run_1/util_map.png
The die is cut into 10 by 11 equal tiles; white is low, dark blue is high, 0 to 100% covered.
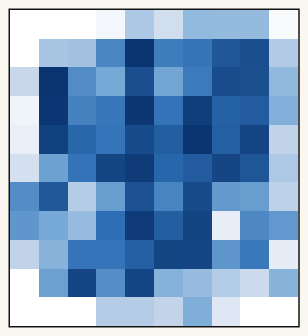
run_1/placed.png
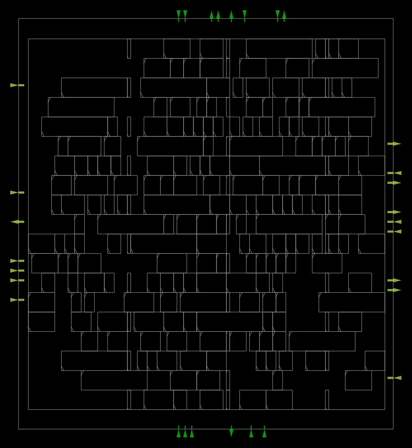
run_1/ff_map.png
Bar = 20 um.
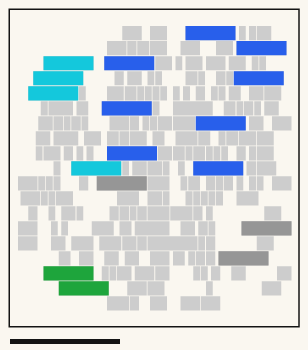
run_1/class_map.png
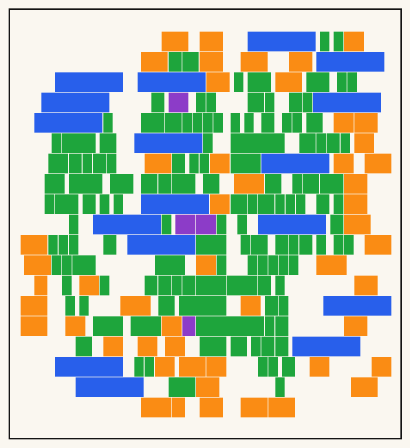
**src/rtl/logic_shiftreg.sv**
```systemverilog
// logic_shiftreg: universal shift register with hold/shift/rotate/load and a counted burst mode.
// Optional LOGIC_SHIFTREG_PARITY_EN adds a registered XOR-reduce output par.
module logic_shiftreg #(
  parameter int WIDTH = 8,
  parameter int CNT_W = 4,
  parameter logic [WIDTH-1:0] RST_VAL = '0
) (
  input  logic             clk,
  input  logic             rst_n,
  input  logic [1:0]       mode,
  input  logic             rot,
  input  logic             sin,
  input  logic [WIDTH-1:0] din,
  input  logic             start,
  input  logic [CNT_W-1:0] len,
  output logic [WIDTH-1:0] q,
  output logic             sout,
  output logic             busy,
  output logic             done
`ifdef LOGIC_SHIFTREG_PARITY_EN
  ,output logic            par
`endif
);
  typedef enum logic [1:0] {IDLE, SHIFT, DONE} state_t;
  state_t state, state_nx;
  logic [CNT_W-1:0] cnt, cnt_nx;
  logic dir, dir_nx, rot_l, rot_l_nx;
  logic [WIDTH-1:0] q_nx;
  logic sout_nx, go, shift, left, wrap, load;
  always_comb begin
    go = start && (mode[0] ^ mode[1]);
    shift = (state == SHIFT) || (state == IDLE && !go && (mode[0] ^ mode[1]));
    load = state == IDLE && !go && mode == 2'b11;
    left = state == SHIFT ? dir : mode[1];
    wrap = state == SHIFT ? rot_l : rot;
    q_nx = shift ? (left ? {q[WIDTH-2:0], wrap ? q[WIDTH-1] : sin}
                         : {wrap ? q[0] : sin, q[WIDTH-1:1]})
         : load ? din : q;
    sout_nx = shift ? (left ? q[WIDTH-1] : q[0]) : sout;
    state_nx = state == IDLE  ? (go ? (len == '0 ? DONE : SHIFT) : IDLE)
             : state == SHIFT ? (cnt == CNT_W'(1) ? DONE : SHIFT)
             : IDLE;
    cnt_nx = (state == IDLE && go) ? len : state == SHIFT ? cnt - 1'b1 : cnt;
    dir_nx = (state == IDLE && go) ? mode[1] : dir;
    rot_l_nx = (state == IDLE && go) ? rot : rot_l;
  end
  always_ff @(posedge clk or negedge rst_n) begin
    if (!rst_n) begin
      state <= IDLE;
      cnt <= '0;
      dir <= 1'b0;
      rot_l <= 1'b0;
      q <= RST_VAL;
      sout <= 1'b0;
    end else begin
      state <= state_nx;
      cnt <= cnt_nx;
      dir <= dir_nx;
      rot_l <= rot_l_nx;
      q <= q_nx;
      sout <= sout_nx;
    end
  end
  assign busy = state == SHIFT;
  assign done = state == DONE;
`ifdef LOGIC_SHIFTREG_PARITY_EN
  always_ff @(posedge clk or negedge rst_n) begin
    if (!rst_n) par <= ^RST_VAL;
    else par <= ^q_nx;
  end
`endif
endmodule

```
**config.mk**
```make
export PLATFORM = sky130hd
export DESIGN_NAME = logic_shiftreg
export DESIGN_NICKNAME = d
export VERILOG_FILES = /design/src/rtl/logic_shiftreg.sv
export SDC_FILE = /design/constraint.sdc
export NUM_CORES = 1
export LEC_CHECK = 0
export ABC_AREA = 1
export CAP_MARGIN = 30
export CORE_ASPECT_RATIO = 1.1
export CORE_UTILIZATION = 40
export DETAILED_ROUTE_END_ITERATION = 6
export PLACE_DENSITY = 0.68
export SYNTH_ARGS = -nofsm -noshare
export SYNTH_HDL_FRONTEND = slang
export SYNTH_SLANG_ARGS = --single-unit
```
**constraint.sdc**
```tcl
create_clock -name clk -period 1.4 [get_ports clk]
set_input_delay 0.28 -clock clk [delete_from_list [all_inputs] [get_ports clk]]
set_output_delay 0.28 -clock clk [all_outputs]
set_load 0.01 [all_outputs]
```
==> flow_summary.json, run 1 <==
{
  "status": "complete, but fails checks",
  "violations": "negative setup slack",
  "numCtsBuffers": 3,
  "dp_hpwl_um": 2040,
  "worstRegToRegCells": 8,
  "htree_levels": 1,
  "cp_max_fo": 7,
  "endpoint": "q[3]",
  "clkbuf_count": 3,
  "crit_arrival_ns": 1.68,
  "port_buffers": 29,
  "synth-compound-area-share_pct": 12.1,
  "crit_type": "reg -> reg",
  "tightest_slew_ns": 0.244,
  "switching_share_pct": 47.4,
  "setup_violations": 8,
  "mux_share_pct": 0,
  "comb-power_w": 0.00271,
  "drtIter0Drc": 33,
  "grt_max_degree": 18,
  "synth_chip_area_um2": 1110,
  "slowest_stage": "dfrtp_1",
  "hold_violations": 0,
  "cp_num_buf_inv": 3,
  "grt_usage_pct": 22.3,
  "lay_top_count": "nand2_1",
  "postSynthSeqShare_pct": 38.3,
  "clk_share_pct": 1.63,
  "switchingPower_w": 0.00184,
  "wire_per_inst_um": 12.3,
  "clock_power_share_pct": 7.0,
  "yosys.area.top_type_share_pct": 38.3,
  "fin_ws_ns": -0.0528,
  "max-cap-violations": 0,
  "cts_sinks": 17,
  "ys_ff": 17
}
Notes on util_map.png above:
densest ninth of the die: center
mean over tiles: 55%
fullest tile: 98%
tiles over 75% full: 33%
nearly empty tiles: 9.1%
Util after Layout: 65.8%
Pre-Place Util: 43.2%
Core ar.: 2570 um2

Notes on placed.png above:
Layout Cells excl Fill: 236
num sequential: 17

Notes on ff_map.png above:
| netlist name | color | placed flops |
|---|---|---|
| cnt | cyan | 4 |
| q | blue | 8 |
| state | green | 2 |
not colored: 3
flop share of the area: 25.2%
register area: 425 um2
Seq group: 0.000893 W

Notes on class_map.png above:
| class | color | cells |
|---|---|---|
| remaining logic cells | green | 133 |
| clock drivers and dummy loads | purple | 4 |
| remaining buffers and delay cells | orange | 51 |
| registers | blue | 17 |
row cnt: 19
fin area: 1690 um2

run 1: sequential cells by signal, indices dropped and copies added (netlist names):
register / count
q: 8
cnt: 4
state: 2
dir: 1
rot_l: 1
sout: 1
run 1: per-layer routing:
metal  global-route usage, %  share of wire, %  up-vias
met5                       0                 0        -
met4                    4.51               1.1        0
met2                    40.8                53       28
met3                    2.93               3.7        4
li1                        -                 -      602
met1                    27.5                42      590
run 1: through the flow:
| step | hold WS [ns] | setup WS [ns] |
|---|---|---|
| floorplan | -0.0156 | 0.0995 |
| global placement | 0.472 | -0.392 |
| detailed placement | 0.514 | -0.473 |
| CTS | 0.304 | -0.0676 |
| global route | 0.321 | -0.130 |
| finish | 0.300 | -0.0528 |
==> run 2, diff against run 1 <==
Settings changed: CTS_CLUSTER_DIAMETER from default to 200, CTS_CLUSTER_SIZE from default to 30.
run_2/ff_map.png
Bar = 20 um.
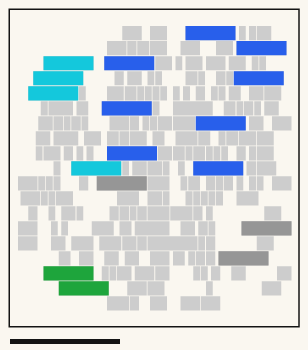
| netlist name | color | placed flops |
|---|---|---|
| q | blue | 8 |
| cnt | cyan | 4 |
| state | green | 2 |

==> run 2 against run 1 <==
Net effect: the run still ends with negative setup slack left; die size stayed put; critical path depth did not move; sequential power is essentially flat; power unchanged; synthesized cell count unchanged; core utilization unchanged; setup slack did not move; routed wire length did not move; via count unchanged; first-iteration DRC count did not move; global-route usage unchanged; clock skew did not move; critical endpoint unchanged.
==> flow_summary.json, run 2 <==
{
  "drtIter0Drc": 33,
  "powerSeq_w": 0.000893,
  "crit_arrival_ns": 1.68,
  "yosys.area.top_type_share_pct": 38.3,
  "tightest_slew_ns": 0.244,
  "final_util_pct": 65.8,
  "endpoint": "q[3]",
  "synth_chip_area_um2": 1110,
  "status": "complete, but fails checks",
  "max-cap-violations": 0,
  "lay_top_count": "nand2_1",
  "worstRegToRegCells": 8,
  "fin_ws_ns": -0.0528,
  "switchingPower_w": 0.00184,
  "dp_hpwl_um": 2040,
  "mux_share_pct": 0,
  "setup_violations": 8,
  "fin_area_um2": 1690,
  "top_register": "q",
  "port_buffers": 29,
  "violations": "negative setup slack"
}
run_2/util_map.png
The die is cut into 10 by 11 equal tiles; white is low, dark blue is high, 0 to 100% covered.
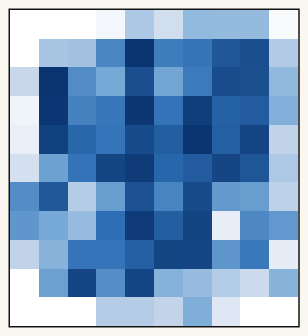
nearly empty tiles: 9.1%
densest ninth of the die: center
fullest tile: 98%
tiles over 75% full: 33%

run 2: per-stage QoR:
step                worst slack [ns]  instances
global route                  -0.130        236
detailed placement            -0.473        223
floorplan                     0.0995        150
finish                       -0.0528        236
global placement              -0.392        223
CTS                          -0.0676        236
run 2: area by class of cell:
| cell class | count | share of cell area (%) |
|---|---|---|
| clock buffer | 3 | 1.33 |
| clock inverter | 1 | 0.296 |
| inverter | 17 | 4.37 |
| multi-input combinational | 115 | 39.7 |
| sequential | 17 | 25.2 |
| tap | 31 | 2.30 |
| timing repair buffer | 51 | 26.4 |
| timing repair inverter | 1 | 0.370 |
run 2: routing by layer:
layer  part of all wire, %  track usage, %  up-vias
met2                    53            40.8       28
li1                      -               -      602
met4                   1.1            4.51        0
met5                     0               0        -
met3                   3.7            2.93        4
met1                    42            27.5      590
==> run 3, diff against run 2 <==
Settings changed: PLACE_DENSITY 0.68 to 0.71, RECOVER_POWER from default to 100.
Clock period 1.4 ns to 1.3 ns, I/O delays scaled along.
run_3/ff_map.png
Bar = 20 um.
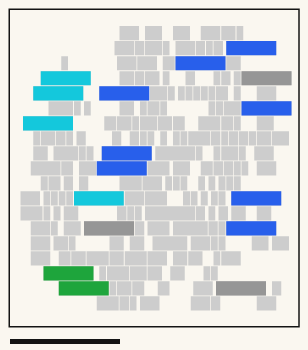
| netlist name | color | placed flops |
|---|---|---|
| cnt | cyan | 4 |
| state | green | 2 |
| q | blue | 8 |
not colored: 3
Seq group: 0.000971 W
flop share of the area: 25.0%

==> run 3 against run 2 <==
Net effect: clock skew grew 0.0020 ns; synthesized cell count unchanged; cell area up 0.81%; the flow still finishes with violations (negative setup slack); combinational power is 9.2% higher; sequential power grew 8.7%; first-iteration DRC count shrank 39%; setup slack worse by 0.093 ns; highest routed layer unchanged; critical path type unchanged.
==> flow_summary.json, run 3 <==
{
  "status": "complete, but fails checks",
  "violations": "negative setup slack",
  "cts_resized": 37,
  "yosys.area.top_type_share_pct": 38.3,
  "syn_nets": 172,
  "setup_violations": 9,
  "p_per_area_nw_per_um2": 2480,
  "top_register": "q",
  "fin_area_um2": 1700,
  "max-cap-violations": 0,
  "synth_chip_area_um2": 1110,
  "fp_util_pct": 43.2,
  "post_cts_buffers": 6,
  "drc": 0,
  "hold_violations": 0,
  "avgViaCountPerCell": 5.26,
  "yosys.area.top_type": "dfrtp_1",
  "fin_ws_ns": -0.146,
  "lay_top_count": "nand2_1",
  "dp_cells": 224,
  "fin_cells": 235,
  "endpoint": "q[1]",
  "finalPower_w": 0.00422,
  "worstRegToRegCells": 6,
  "antenna_found_initial": 0,
  "tightest_slew_ns": 0.436,
  "crit_arrival_ns": 1.63,
  "dp_hpwl_um": 2140,
  "drtIter0Drc": 20,
  "switchingPower_w": 0.00200,
  "cts_max_path_buffers": 2,
  "synthTopCellsByArea": "dfrtp_1 (38%), nand2_1 (18%), nand2_4 (5.1%), o21ai_0 (5.0%), inv_1 (4.7%)",
  "post-place-ws_ns": -0.523,
  "openroad.warnings": 29,
  "port_buffers": 29
}
run_3/placed.png
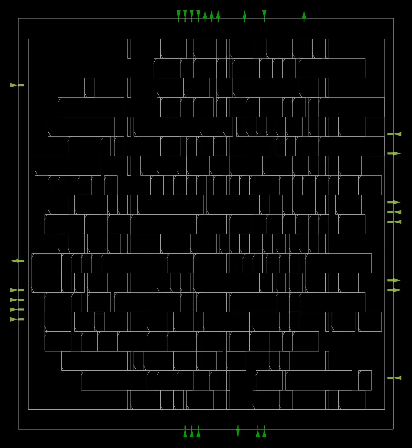
Util after Layout: 66.3%
filler instances: 216

[run 3: cell types whose count changed in the layout (fill, tap and decap cells not counted), sizes merged]
cell and change:
dlygate4sd3 +1, buf +1, inv -1, clkdlybuf4s15 +1
clkbuf -1, clkdlybuf4s50 -1, dlygate4sd2 -1
[run 3: layout make-up]
class                      count  area, um2
multi-input combinational    115        689
clock inverter                 1       5.00
sequential                    17        425
clock buffer                   3       22.5
inverter                      17       73.8
tap                           31       38.8
timing repair buffer          51        448
fill                         216        865
[run 3: routing by layer]
metal | global-route usage (%) | vias up | share of wire (%)
li1 | - | 594 | -
met1 | 25.1 | 592 | 39
met2 | 42.7 | 41 | 53
met3 | 1.87 | 10 | 4.3
met4 | 9.40 | 0 | 3.0
met5 | 0 | - | 0
Power and IR drop assume default switching activity.
